`src/rtl/pipe_int_ctrl_pkg.sv`:
```
`default_nettype none
// ============================================================================
// Module   : pipe_int_ctrl_pkg
// Brief    : Shared pipeline-control definitions: PC mux select encodings,
//            controller state encodings and an index-width helper.
// Revision : 1.0 - initial release
// ============================================================================
package pipe_int_ctrl_pkg;

  // PC mux select encodings
  localparam logic [1:0] PCSEL_SEQ = 2'd0;  // PC + 4
  localparam logic [1:0] PCSEL_BR  = 2'd1;  // branch target
  localparam logic [1:0] PCSEL_VEC = 2'd2;  // interrupt vector
  localparam logic [1:0] PCSEL_EPC = 2'd3;  // saved exception PC

  // Controller states
  typedef enum logic [1:0] {
    ST_RUN  = 2'd0,
    ST_ISR  = 2'd1,
    ST_HOLD = 2'd2
  } ctrl_state_e;

  // Width of an index into n request lines, never less than one bit
  function automatic int idx_w(input int n);
    return (n > 1) ? $clog2(n) : 1;
  endfunction

endpackage
`default_nettype wire

```
`src/rtl/pipe_int_ctrl_if.sv`:
```
`default_nettype none
// ============================================================================
// Module   : pipe_int_ctrl_if
// Brief    : Hazard/interrupt inputs and pipeline control outputs of the
//            pipeline controller. The slave side is the controller itself.
// Revision : 1.0 - initial release
// ============================================================================
interface pipe_int_ctrl_if #(
  parameter int NUM_IRQ = 4
);
  import pipe_int_ctrl_pkg::*;

  localparam int CW = idx_w(NUM_IRQ);

  logic [NUM_IRQ-1:0] irq;
  logic               int_en;
  logic               load_use;
  logic               branch_taken;
  logic               eret_ex;
  logic [31:0]        ex_pc;

  logic               pc_we;
  logic               ifid_we;
  logic               idex_we;
  logic               exmem_we;
  logic               ifid_flush;
  logic               idex_flush;
  logic               exmem_flush;
  logic [1:0]         pc_sel;
  logic [31:0]        vector_pc;
  logic [31:0]        sepc;
  logic [CW-1:0]      cause;
  logic               in_isr;
  logic [NUM_IRQ-1:0] int_ack;

  modport master (
    output irq, int_en, load_use, branch_taken, eret_ex, ex_pc,
    input  pc_we, ifid_we, idex_we, exmem_we,
           ifid_flush, idex_flush, exmem_flush,
           pc_sel, vector_pc, sepc, cause, in_isr, int_ack
  );

  modport slave (
    input  irq, int_en, load_use, branch_taken, eret_ex, ex_pc,
    output pc_we, ifid_we, idex_we, exmem_we,
           ifid_flush, idex_flush, exmem_flush,
           pc_sel, vector_pc, sepc, cause, in_isr, int_ack
  );

endinterface
`default_nettype wire

```
`src/rtl/pipe_int_ctrl_irq_pending.sv`:
```
`default_nettype none
// ============================================================================
// Module   : pipe_int_ctrl_irq_pending
// Brief    : Rising-edge detect on the request lines, pending register and
//            fixed-priority encoder (line 0 highest).
// Revision : 1.0 - initial release
// ============================================================================
module pipe_int_ctrl_irq_pending
  import pipe_int_ctrl_pkg::*;
#(
  parameter int NUM_IRQ = 4
) (
  input  wire logic                        clk,
  input  wire logic                        rst,
  input  wire logic [NUM_IRQ-1:0]          irq,
  input  wire logic                        clr,       // take strobe: clear the selected line
  output logic                             any,
  output logic [idx_w(NUM_IRQ)-1:0]        sel,
  output logic [NUM_IRQ-1:0]               ack_mask
);

  localparam int CW = idx_w(NUM_IRQ);

  logic [NUM_IRQ-1:0] irq_prev_d, irq_prev_q;
  logic [NUM_IRQ-1:0] pending_d, pending_q;

  // Next pending: a new rising edge wins over a coincident clear
  always_comb begin
    irq_prev_d = irq;
    pending_d  = (pending_q & ~(clr ? ack_mask : '0)) | (irq & ~irq_prev_q);
  end

  // Pending and edge-history registers, updated with the pipeline registers
  always_ff @(negedge clk) begin
    if (rst) begin
      irq_prev_q <= '0;
      pending_q  <= '0;
    end else begin
      irq_prev_q <= irq_prev_d;
      pending_q  <= pending_d;
    end
  end

  // Lowest set index wins
  always_comb begin
    sel = '0;
    for (int k = NUM_IRQ - 1; k >= 0; k--) begin
      if (pending_q[k]) sel = CW'(k);
    end
  end

  // One-hot mask of the selected line, empty when nothing is pending
  always_comb begin
    any      = |pending_q;
    ack_mask = '0;
    if (any) ack_mask[sel] = 1'b1;
  end

endmodule
`default_nettype wire

```
`src/rtl/pipe_int_ctrl.sv`:
```
`default_nettype none
// ============================================================================
// Module   : pipe_int_ctrl
// Brief    : Pipeline control and interrupt entry/exit for the five-stage
//            CPU: stall/flush/write-enable generation, PC select, SEPC and
//            cause capture. State moves on the falling edge together with
//            the pipeline registers; controls are combinational.
// Revision : 1.0 - initial release
// ============================================================================
module pipe_int_ctrl
  import pipe_int_ctrl_pkg::*;
#(
  parameter int          NUM_IRQ   = 4,
  parameter logic [31:0] VEC_BASE  = 32'h0000_0080,
  parameter int          VEC_SHIFT = 4
) (
  input  wire logic          clk,
  input  wire logic          rst,
  pipe_int_ctrl_if.slave     bus
);

  localparam int CW = idx_w(NUM_IRQ);

  ctrl_state_e         state_d, state_q;
  logic [31:0]         sepc_d, sepc_q;
  logic [CW-1:0]       cause_d, cause_q;

  logic                irq_any;
  logic [CW-1:0]       irq_sel;
  logic [NUM_IRQ-1:0]  irq_mask;
  logic                take;
  logic                exit_isr;

  pipe_int_ctrl_irq_pending #(
    .NUM_IRQ (NUM_IRQ)
  ) u_pending (
    .clk      (clk),
    .rst      (rst),
    .irq      (bus.irq),
    .clr      (take),
    .any      (irq_any),
    .sel      (irq_sel),
    .ack_mask (irq_mask)
  );

  assign take     = (state_q == ST_RUN) && irq_any && bus.int_en;
  assign exit_isr = (state_q == ST_ISR) && bus.eret_ex;

  // Next state plus SEPC/cause capture on a take; eret outside ISR is ignored
  always_comb begin
    state_d = state_q;
    sepc_d  = sepc_q;
    cause_d = cause_q;
    case (state_q)
      ST_RUN: begin
        if (take) begin
          state_d = ST_ISR;
          sepc_d  = bus.ex_pc;
          cause_d = irq_sel;
        end
      end
      ST_ISR:  if (bus.eret_ex) state_d = ST_HOLD;
      ST_HOLD: state_d = ST_RUN;
      default: state_d = ST_RUN;
    endcase
  end

  // Controller state registers
  always_ff @(negedge clk) begin
    if (rst) begin
      state_q <= ST_RUN;
      sepc_q  <= '0;
      cause_q <= '0;
    end else begin
      state_q <= state_d;
      sepc_q  <= sepc_d;
      cause_q <= cause_d;
    end
  end

  // Output priority mux: take > exit > branch > load-use > sequential
  always_comb begin
    bus.pc_we       = 1'b1;
    bus.ifid_we     = 1'b1;
    bus.idex_we     = 1'b1;
    bus.exmem_we    = 1'b1;
    bus.ifid_flush  = 1'b0;
    bus.idex_flush  = 1'b0;
    bus.exmem_flush = 1'b0;
    bus.pc_sel      = PCSEL_SEQ;
    bus.int_ack     = '0;
    if (take) begin
      // The in-flight branch is squashed; it re-executes from SEPC on return
      bus.pc_sel      = PCSEL_VEC;
      bus.ifid_flush  = 1'b1;
      bus.idex_flush  = 1'b1;
      bus.exmem_flush = 1'b1;
      bus.int_ack     = irq_mask;
    end else if (exit_isr) begin
      bus.pc_sel     = PCSEL_EPC;
      bus.ifid_flush = 1'b1;
      bus.idex_flush = 1'b1;
    end else if (bus.branch_taken) begin
      bus.pc_sel     = PCSEL_BR;
      bus.ifid_flush = 1'b1;
      bus.idex_flush = 1'b1;
    end else if (bus.load_use) begin
      // Hold PC and IF/ID, insert a bubble into ID/EX
      bus.pc_we      = 1'b0;
      bus.ifid_we    = 1'b0;
      bus.idex_flush = 1'b1;
    end
  end

  assign bus.vector_pc = VEC_BASE + (32'(irq_sel) << VEC_SHIFT);
  assign bus.sepc      = sepc_q;
  assign bus.cause     = cause_q;
  assign bus.in_isr    = (state_q == ST_ISR);

endmodule
`default_nettype wire

```
`src/flat_wrapper.sv`:
```
// flat-port wrapper written by rule: the top's interface ports become plain ports
module pipe_int_ctrl_flat import pipe_int_ctrl_pkg::*;
#(
  parameter int          NUM_IRQ   = 4,
  parameter logic [31:0] VEC_BASE  = 32'h0000_0080,
  parameter int          VEC_SHIFT = 4
)
  (clk, rst, bus_irq, bus_int_en, bus_load_use, bus_branch_taken, bus_eret_ex, bus_ex_pc, bus_pc_we, bus_ifid_we, bus_idex_we, bus_exmem_we, bus_ifid_flush, bus_idex_flush, bus_exmem_flush, bus_pc_sel, bus_vector_pc, bus_sepc, bus_cause, bus_in_isr, bus_int_ack);
  pipe_int_ctrl_if #(.NUM_IRQ(NUM_IRQ)) bus_i ();
  input  wire logic clk;
  input  wire logic rst;
  input wire logic [$bits(bus_i.irq)-1:0] bus_irq;
  input wire logic [$bits(bus_i.int_en)-1:0] bus_int_en;
  input wire logic [$bits(bus_i.load_use)-1:0] bus_load_use;
  input wire logic [$bits(bus_i.branch_taken)-1:0] bus_branch_taken;
  input wire logic [$bits(bus_i.eret_ex)-1:0] bus_eret_ex;
  input wire logic [$bits(bus_i.ex_pc)-1:0] bus_ex_pc;
  output wire logic [$bits(bus_i.pc_we)-1:0] bus_pc_we;
  output wire logic [$bits(bus_i.ifid_we)-1:0] bus_ifid_we;
  output wire logic [$bits(bus_i.idex_we)-1:0] bus_idex_we;
  output wire logic [$bits(bus_i.exmem_we)-1:0] bus_exmem_we;
  output wire logic [$bits(bus_i.ifid_flush)-1:0] bus_ifid_flush;
  output wire logic [$bits(bus_i.idex_flush)-1:0] bus_idex_flush;
  output wire logic [$bits(bus_i.exmem_flush)-1:0] bus_exmem_flush;
  output wire logic [$bits(bus_i.pc_sel)-1:0] bus_pc_sel;
  output wire logic [$bits(bus_i.vector_pc)-1:0] bus_vector_pc;
  output wire logic [$bits(bus_i.sepc)-1:0] bus_sepc;
  output wire logic [$bits(bus_i.cause)-1:0] bus_cause;
  output wire logic [$bits(bus_i.in_isr)-1:0] bus_in_isr;
  output wire logic [$bits(bus_i.int_ack)-1:0] bus_int_ack;
  assign bus_i.irq = bus_irq;
  assign bus_i.int_en = bus_int_en;
  assign bus_i.load_use = bus_load_use;
  assign bus_i.branch_taken = bus_branch_taken;
  assign bus_i.eret_ex = bus_eret_ex;
  assign bus_i.ex_pc = bus_ex_pc;
  assign bus_pc_we = bus_i.pc_we;
  assign bus_ifid_we = bus_i.ifid_we;
  assign bus_idex_we = bus_i.idex_we;
  assign bus_exmem_we = bus_i.exmem_we;
  assign bus_ifid_flush = bus_i.ifid_flush;
  assign bus_idex_flush = bus_i.idex_flush;
  assign bus_exmem_flush = bus_i.exmem_flush;
  assign bus_pc_sel = bus_i.pc_sel;
  assign bus_vector_pc = bus_i.vector_pc;
  assign bus_sepc = bus_i.sepc;
  assign bus_cause = bus_i.cause;
  assign bus_in_isr = bus_i.in_isr;
  assign bus_int_ack = bus_i.int_ack;
  pipe_int_ctrl #(.NUM_IRQ(NUM_IRQ), .VEC_BASE(VEC_BASE), .VEC_SHIFT(VEC_SHIFT)) u_core (.clk(clk), .rst(rst), .bus(bus_i));
endmodule
```
`config.mk`:
```
export PLATFORM = sky130hd
export DESIGN_NAME = pipe_int_ctrl_flat
export DESIGN_NICKNAME = d
export VERILOG_FILES = /design/src/rtl/pipe_int_ctrl_pkg.sv /design/src/rtl/pipe_int_ctrl_if.sv /design/src/rtl/pipe_int_ctrl_irq_pending.sv /design/src/rtl/pipe_int_ctrl.sv /design/src/flat_wrapper.sv
export SDC_FILE = /design/constraint.sdc
export NUM_CORES = 1
export LEC_CHECK = 0
export ABC_AREA = 1
export CAP_MARGIN = 10
export CORE_MARGIN = 3
export CORE_UTILIZATION = 40
export DETAILED_ROUTE_END_ITERATION = 8
export PLACE_DENSITY = 0.86
export SYNTH_ARGS = -nofsm -noshare
export SYNTH_HDL_FRONTEND = slang
export SYNTH_SLANG_ARGS = --single-unit
```
`constraint.sdc`:
```
create_clock -name clk -period 2.14 [get_ports clk]
set_input_delay 0.214 -clock clk [delete_from_list [all_inputs] [get_ports clk]]
set_output_delay 0.214 -clock clk [all_outputs]
set_load 0.01 [all_outputs]
```
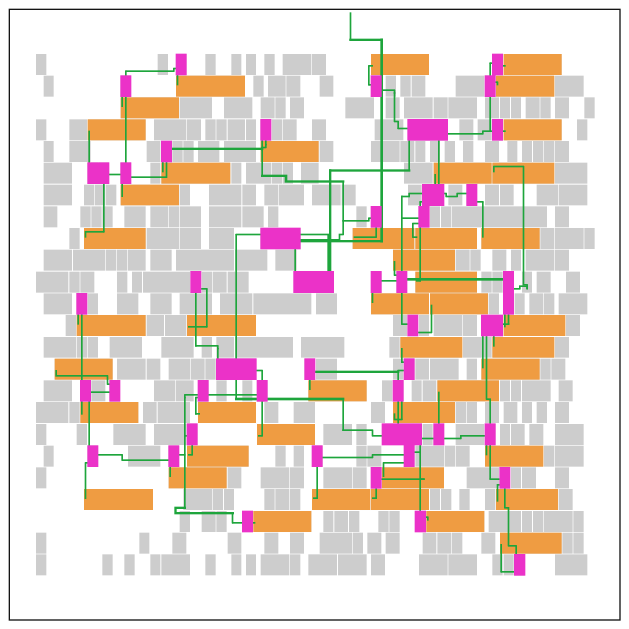
Figure 1: run 1, clock wires, drivers and flops.
(8 px per micron)
- clock wires: green (length 691 microns)
- flip-flops: orange (count 44)
- cells driving clock nets: magenta (count 49)
- flops lie: all over the die

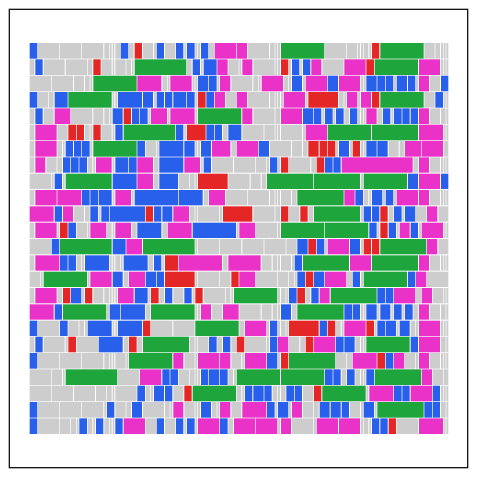
Figure 2: run 1, placed cells, one colour a class.
(6 px per micron) Fill, decap, tap and diode cells in grey.
- clock drivers and dummy loads: red (cells 52; share of their area 8.3%)
- other buffers and delay cells: magenta (cells 111; share of their area 31%)
- all other logic: blue (cells 197; share of their area 31%)
- flip-flops: green (cells 44; share of their area 30%)
sequential fraction of total cell area: 29.3%
Core Area: 0.00456 sq mm

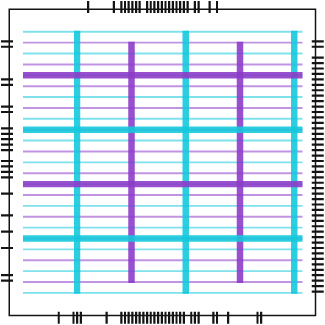
Figure 3: run 1, supply network.
(4 px per micron) Pins as bars on the die edge.
- VSS: cyan
- VDD: purple
- rows: 24
- met5 straps: 4
- met1 rails: 25
- signal pins: 122
- met4 straps: 5

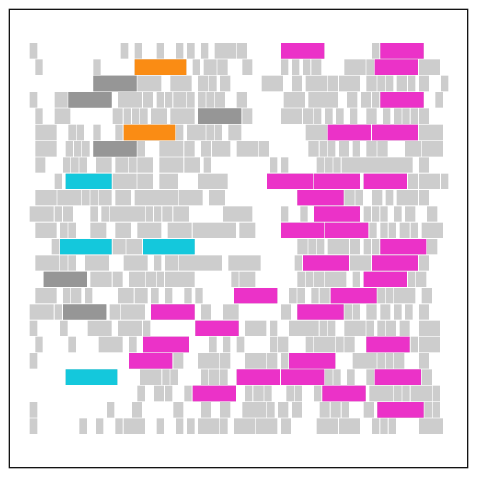
Figure 4: run 1, register map, names as in the netlist.
(6 px per micron)
- u_core.bus.sepc: magenta (flops 32)
- u_core.u_pending.pending_q: cyan (flops 4; where middle left)
- u_core.state_q: orange (flops 2)
- not coloured: 6

==> results.json <==
{
  "status": "finished with violations",
  "failing_checks": "negative setup slack",
  "rsz0062_at_grt": "yes",
  "synthesis.area_per_instance_sq_um": 7.69,
  "worst_ir_drop_vdd_v": 0.000377,
  "detail_route.iter0.violations": 111,
  "clock_sinks": 44,
  "final_critical_path_setup_slack_ns": -0.433,
  "grt_antenna_before_repair": 0,
  "setup_viol_count_final": 14,
  "netlist_top_cells_count": "79 x sky130_fd_sc_hd__nor2_1, 44 x sky130_fd_sc_hd__dfxtp_1, 33 x sky130_fd_sc_hd__buf_4",
  "portion_of_synthesized_cell_area_occupied_by_the_leading_cell_type_pct": 44.7,
  "busiest_layer": "met2",
  "post-dp-hpwl_microns": 3610,
  "io_pins": 122,
  "routed-via-count": 2025,
  "yosys-stat-cells": 256,
  "cts.reportedPaths.clkPinSlew_ns": 0.03,
  "worst_ep_required_time_ns": 1.93,
  "placement.io_buffers": 89,
  "syn_area_sq_mm": 0.00197,
  "skew_ns": 0.0222
}
## run 1: layout make-up
class | instances | area, sq um | share of cell area [%]
Timing Repair Buffer | 111 | 932 | 29.7
Sequential cell | 44 | 918 | 29.3
Multi-Input combinational cell | 180 | 877 | 28.0
Clock inverter | 47 | 185 | 5.90
Tap cell | 65 | 81.3 | 2.59
Inverter | 17 | 73.8 | 2.35
Clock buffer | 5 | 68.8 | 2.19
## run 1: state kept, by name, indices dropped and copies added, names as in the netlist
signal	cells
u_core.bus.cause	2
u_core.bus.sepc	32
u_core.state_q	2
u_core.u_pending.irq_prev_q	4
u_core.u_pending.pending_q	4
## run 1: repair_timing
item / CTS / global route
setup endpoints to repair: 83 / 29
pin swaps: 12 / 6
cloned: 1 / 0
resized: 210 / 45
setup buffers: 6 / 4
## run 1: cell families after synthesis
logic type / share of synthesized area, %
AND-OR/OR-AND: 9.91
buffers and inverters: 21.4
flip-flops: 44.7
other: 0.381
AND/OR/NAND/NOR: 23.6
## run 1: layout by cell type (no fill, tap or decap), drive strengths merged
| cell | n |
|---|---|
| a21oi | 5 |
| buf | 69 |
| bufbuf | 1 |
| clkbuf | 5 |
| clkdlybuf4s50 | 40 |
| clkinv | 1 |
| clkinvlp | 1 |
| conb | 32 |
| dfxtp | 44 |
| dlygate4sd2 | 1 |
| inv | 62 |
| nand2 | 22 |
| nand3 | 3 |
| nand4 | 2 |
| nor2 | 82 |
| o21ai | 34 |
## run 1: per-stage QoR
step	setup TNS, ns	setup slack (ns)	hold slack (ns)	cells	util (%)
6_report	-5.28	-0.433	0.431	469	68.7
5_1_grt	-6.15	-0.503	0.454	469	68.7
3_5_place_dp	-22.20	-0.508	0.424	408	61.8
2_1_floorplan	-0.658	-0.240	0.399	286	-
3_3_place_gp	-21.35	-0.477	0.404	408	61.8
4_1_cts	-5.46	-0.422	0.421	465	65.0
## run 1: worst max-delay path: cells and delay by family, from the launching register on
| kind | cells | cell delay [ns] |
|---|---|---|
| AND/OR/NAND/NOR | 4 | 0.32 |
| flip-flops | 1 | 0.34 |
| buffers and inverters | 3 | 0.26 |
## run 1: path summary, 6_finish.rpt
path | start | slack, ns | endpoint | cells after the start
worst max-delay path | u_core.state_q[0] | -0.43 | bus_pc_sel[0] | 7
worst min-delay path | u_core.u_pending.irq_prev_q[2] | 0.43 | u_core.u_pending.pending_q[2] | 1
worst max register to register | u_core.u_pending.pending_q[0] | 0.75 | u_core.bus.sepc[21] | 8
worst min register to register | u_core.u_pending.irq_prev_q[2] | 0.43 | u_core.u_pending.pending_q[2] | 1
## run 1: routing by layer
metal / share of wire [%] / vias up
met5: 0 / -
met4: 0.91 / 0
met2: 52 / 91
met3: 7.3 / 6
met1: 40 / 909
li1: - / 1019
## run 1: report_power, final
group	total (W)	switching, W	internal [W]
combinational	0.000681	0.000351	0.000331
clock	0.000839	0.000500	0.000339
sequential	0.000974	0.0000532	0.000921
